Design count_driver, sky130hd; sources not shown.
==> run_1/metal_stack.png <==
Scale: 6 px per um. Only two layers are drawn.
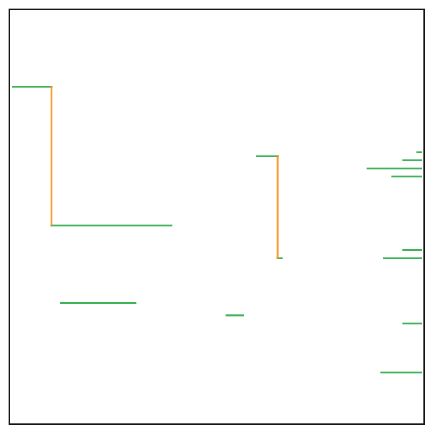
| colour | layer | wire length |
|---|---|---|
| orange | met4 | 40.1 um |
| green | met3 | 82.1 um |
via count: 1,090
post-detailed-route wirelength per cell: 11.3 um

==> run_1/met1.png <==
Scale: 6 px per um. Supply wires on this layer in grey.
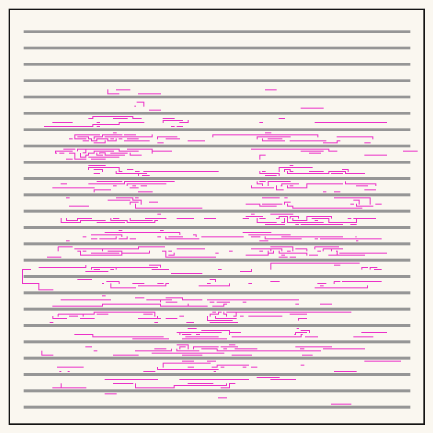
wire length on this layer: 1,320 um
share of all routed wire: 47%
nets with wire on the layer: 188
main direction: horizontal
GR Util met1: 16.9%
Post-Route WL: 2770 um

==> run_1/gate_families.png <==
Scale: 6 px per um.
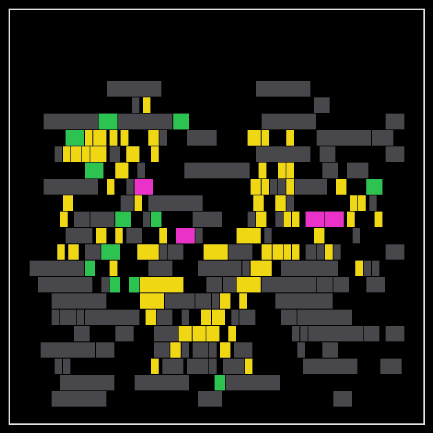
| colour | family | cells |
|---|---|---|
| magenta | XOR/XNOR gates | 4 |
| green | inverting AOI/OAI gates | 12 |
| yellow | NAND gates | 69 |
final cell count without fillers: 245
Top cell excl fill/tap: sky130_fd_sc_hd__nand2_1
multi-input gate share of the layout cell area: 34.9%

==> changes_impl.md, run 1 <==
### Changed

- Run status: complete, but fails checks
- Violated checks: setup timing
- Time the worst path needs with I/O delays and setup: 1.36 ns
- Worst path setup slack after routing: -0.0445 ns
- Unrepaired setup endpoints after global routing: yes
- Tool warning count: 28
- Die Width: 68.9 um
- Arithmetic-cell share of the synthesized area counting full adders, half adders and majority gates: 1.98%
- Area reported by Yosys stat: 1260 um^2
- Share of synthesized area occupied by flip-flops and latches: 47.6%
- Slew Limit Fails: 0
- CTS buffer count: 3
- Category of the critical setup timing path: reg -> reg
- Final hold violation count: 0
- And-or/or-and share of the synthesized area: 5.94%
- Area of the mapped netlist: 1260 um^2
- FF+latch count, synth: 24
- Count of endpoints failing setup in the final report: 5
- Total Power Consumption: 2.56 mW
- Sink count of the clock tree: 24
- Maximum vdd drop: 0.702 mV
- Crit path launch type: flop
- MUX share of area: 0%
- Total global routing overflow: 0
- Initial antenna violation count: 0
- Initial DRC count: 62
- Post-route standard cell area excluding fillers: 1770 um^2
- Max FO, Critical Path: 6
- Routability cong.: 0.835
- Total half-perimeter wirelength after legalization and detailed placement: 2060 um
- Total Routing Usage GR: 13.6%
- CTS tree: built
- Area of the die: 4750 um^2
- Clock-pin slew on the worst setup and hold paths: 0.09 ns
- Average vias per placed instance: 4.45
- Root buf cell: sky130_fd_sc_hd__clkbuf_8
- Power per cell area: 1450 nW/um^2
- First-pass detailed-route iteration total: 4
run 1: layout make-up:
cell class                      instances  area, um^2
Multi-Input combinational cell        107         616
Tap cell                               50        62.6
Timing Repair Buffer                   38         323
Inverter                               22        90.1
Clock inverter                          1        30.0
Fill cell                             423        2260
Sequential cell                        24         603
Clock buffer                            3        41.3
run 1: metal layers:
layer | vias to the layer above | share of wire (%) | GRT usage (%)
met5 | - | 0 | 0
met4 | 0 | 1.4 | 7.84
met3 | 4 | 3.0 | 2.44
met2 | 15 | 48 | 22.0
met1 | 500 | 47 | 16.9
li1 | 571 | - | -
run 1: what timing repair did:
action	in CTS	in global routing
gates cloned	0	0
setup buffers	2	6
hold endpoints to repair	0	0
gates resized	14	18
pin swaps	0	5
endpoints found under the setup margin	18	18
run 1: critical path, cell delays in order, from the launching register on:
cell and delay [ns]:
sky130_fd_sc_hd__dfstp_2 0.58, sky130_fd_sc_hd__inv_2 0.04, sky130_fd_sc_hd__nand2_2 0.05, sky130_fd_sc_hd__buf_4 0.13, sky130_fd_sc_hd__nor2_8 0.05, sky130_fd_sc_hd__buf_4 0.13, sky130_fd_sc_hd__buf_6 0.12, sky130_fd_sc_hd__a21oi_2 0.11
sky130_fd_sc_hd__a21oi_1 0.05
run 1: where the power goes:
part / switching (mW) / leakage [nW] / internal [mW]
Clock: 0.248 / 0.0357 / 0.406
Combinational: 0.572 / 0.578 / 0.401
Sequential: 0.0780 / 0.325 / 0.851
Total: 0.898 / 0.939 / 1.66
run 1: cell families (layout without fill, tap and decap cells):
logic type      after synthesis  in the layout
simple gates                 89             89
buf+inv                      22             64
flops                        24             24
xor+xnor                      4              4
fa+ha+maj                     2              2
compound gates               12             12
run 1: per-stage QoR:
stage	hold slack (ns)	TNS, ns
floorplan	-0.0976	0
CTS	0.253	-0.00101
global placement	0.517	-0.188
global route	0.258	-1.28
detailed placement	0.517	-0.477
finish	0.248	-0.158
run 1: cell usage in the layout, fill, tap and decap left out, drive strengths merged:
cell | Yosys | layout
a21oi | 3 | 3
buf | 0 | 23
bufinv | 0 | 1
clkbuf | 0 | 3
clkdlybuf4s15 | 0 | 2
clkdlybuf4s50 | 0 | 4
dfrtp | 23 | 23
dfstp | 1 | 1
dlygate4sd2 | 0 | 9
ha | 2 | 2
inv | 22 | 22
nand2 | 45 | 45
nand3 | 20 | 20
nand3b | 1 | 1
nand4 | 3 | 3
nor2 | 18 | 18
nor3 | 2 | 2
o21ai | 6 | 6
o21bai | 3 | 3
xor2 | 4 | 4
run 1: synth_stat cells (all sizes together):
master / number / area (um^2)
nand2: 45 / 209
dfrtp: 23 / 576
inv: 22 / 85.1
nand3: 20 / 105
nor2: 18 / 91.3
o21ai: 6 / 37.5
xor2: 4 / 35.0
a21oi: 3 / 15.0
nand4: 3 / 18.8
o21bai: 3 / 22.5
ha: 2 / 25.0
nor3: 2 / 10.0
dfstp: 1 / 26.3
nand3b: 1 / 7.51
==> run 2, diff against run 1 <==
Settings changed: CORE_MARGIN 2 to default.
==> run_2/zoom.png <==
Window x 18 to 48, y 32 to 62 um. Cells in grey, sequential cells in the stronger grey; small squares are vias.
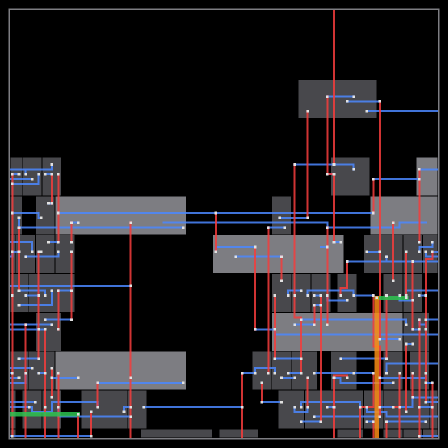
| colour | layer |
|---|---|
| orange | met4 |
| green | met3 |
| red | met2 |
| blue | met1 |
most frequent: nand2_1 (15), nor2_1 (7)
cells with their middle in the window: 44
sequential cells in the window: 5

==> changes_impl.md, run 2 <==
### Changed

- Violated checks: setup timing
- Cell-internal power: 1.40 mW (-15%)
- Total global routing overflow: 0 (unchanged)
- Top Layout Cells: sky130_fd_sc_hd__nand2_1 (38), sky130_fd_sc_hd__dfrtp_1 (23), sky130_fd_sc_hd__inv_1 (20)
- Share of total power in sequential cells: 41.6% (+5.2 points)
- Main area contributors after synthesis: sky130_fd_sc_hd__dfrtp_1 (46%), sky130_fd_sc_hd__nand2_1 (12%), sky130_fd_sc_hd__nand3_1 (7.5%)
- Async SR Flop Fraction: 100% (unchanged)
- Number of filler cells placed in the layout: 413 (-2.4%)
- Average vias per placed instance: 4.45 (about the same)
- Power per cell area: 1320 nW/um^2 (-8.5%)
- Number of enable flip-flop cells: 0 (unchanged)
- Category of the critical setup timing path: reg -> reg
- Area reported by Yosys stat: 1260 um^2 (unchanged)
- Worst path setup slack after routing: -0.0176 ns (+0.0269 ns)
- Run status: complete, but fails checks
- Area of the mapped netlist: 1260 um^2 (unchanged)
- Sequential cell area in the final layout: 602 um^2 (-0.21%)
- Tool warning count: 28 (unchanged)
- Count of endpoints failing setup in the final report: 9 (+4)
- Comb gate area: 594 um^2 (-3.5%)
- Largest area contributor in the synthesized netlist: sky130_fd_sc_hd__dfrtp_1
- CTS tree: built
- Sink count of the clock tree: 24 (unchanged)
==> run 2: power groups by stage <==
stage / clock (mW) / combinational [mW] / sequential, mW
after floorplan: 0 / 0.503 / 0.960
after global placement: 0 / 0.866 / 0.933
after detailed placement: 0 / 0.874 / 0.933
after CTS: 0.466 / 0.850 / 0.919
after global routing: 0.487 / 0.978 / 0.936
final: 0.433 / 0.864 / 0.925
==> run 2: final cells by class <==
cell class | count | share of cell area [%]
flip-flops and latches | 24 | 35.9
multi-input cells | 107 | 35.4
repair buffers | 33 | 17.1
inverters | 22 | 5.22
well taps | 50 | 3.73
clock buffers | 4 | 2.68
==> run 2: worst max-delay path, stage by stage, from the launching register on <==
cell and delay, ns:
sky130_fd_sc_hd__dfrtp_1 0.41, sky130_fd_sc_hd__nor2_4 0.18, sky130_fd_sc_hd__nand2_4 0.08, sky130_fd_sc_hd__nor2_8 0.16, sky130_fd_sc_hd__nand3_4 0.09, sky130_fd_sc_hd__nand2_4 0.12, sky130_fd_sc_hd__nand2_4 0.07, sky130_fd_sc_hd__nand2_1 0.06
sky130_fd_sc_hd__nand2_1 0.05
==> run 2: repair_timing <==
item | CTS | global route
setup buffers | 2 | 1
endpoints found under the setup margin | 23 | 19
pin swaps | 1 | 3
gates resized | 14 | 6
==> run 2: layer usage <==
| layer | global-route usage (%) | up-vias | routed length (um) |
|---|---|---|---|
| met5 | 0 | - | 0 |
| met4 | 5.59 | 0 | 51 |
| met3 | 3.25 | 6 | 86 |
| met2 | 22.7 | 16 | 1270 |
| met1 | 16.7 | 478 | 1200 |
| li1 | - | 568 | - |
==> run 2: cell families (layout without fill, tap and decap cells) <==
family	count (synthesis)	in the layout	share of synthesized area, %
XOR/XNOR	4	4	2.77
AND/OR/NAND/NOR	89	89	35.0
flip-flops	24	24	47.6
AND-OR/OR-AND	12	12	5.94
buffers and inverters	22	59	6.73
adder cells (fa/ha/maj)	2	2	1.98
==> run 2: metrics by stage <==
step | worst slack, ns | power, mW | cell area (um^2) | hold slack, ns
after floorplan | 0.0157 | 1.46 | 1260 | -0.0976
after global placement | -0.0801 | 1.80 | 1600 | 0.509
after detailed placement | -0.0918 | 1.81 | 1600 | 0.522
after CTS | -0.0246 | 2.24 | 1660 | 0.268
after global routing | -0.135 | 2.40 | 1680 | 0.272
final | -0.0176 | 2.22 | 1680 | 0.275
No activity file was given, so power comes from the tool's default toggle rates.
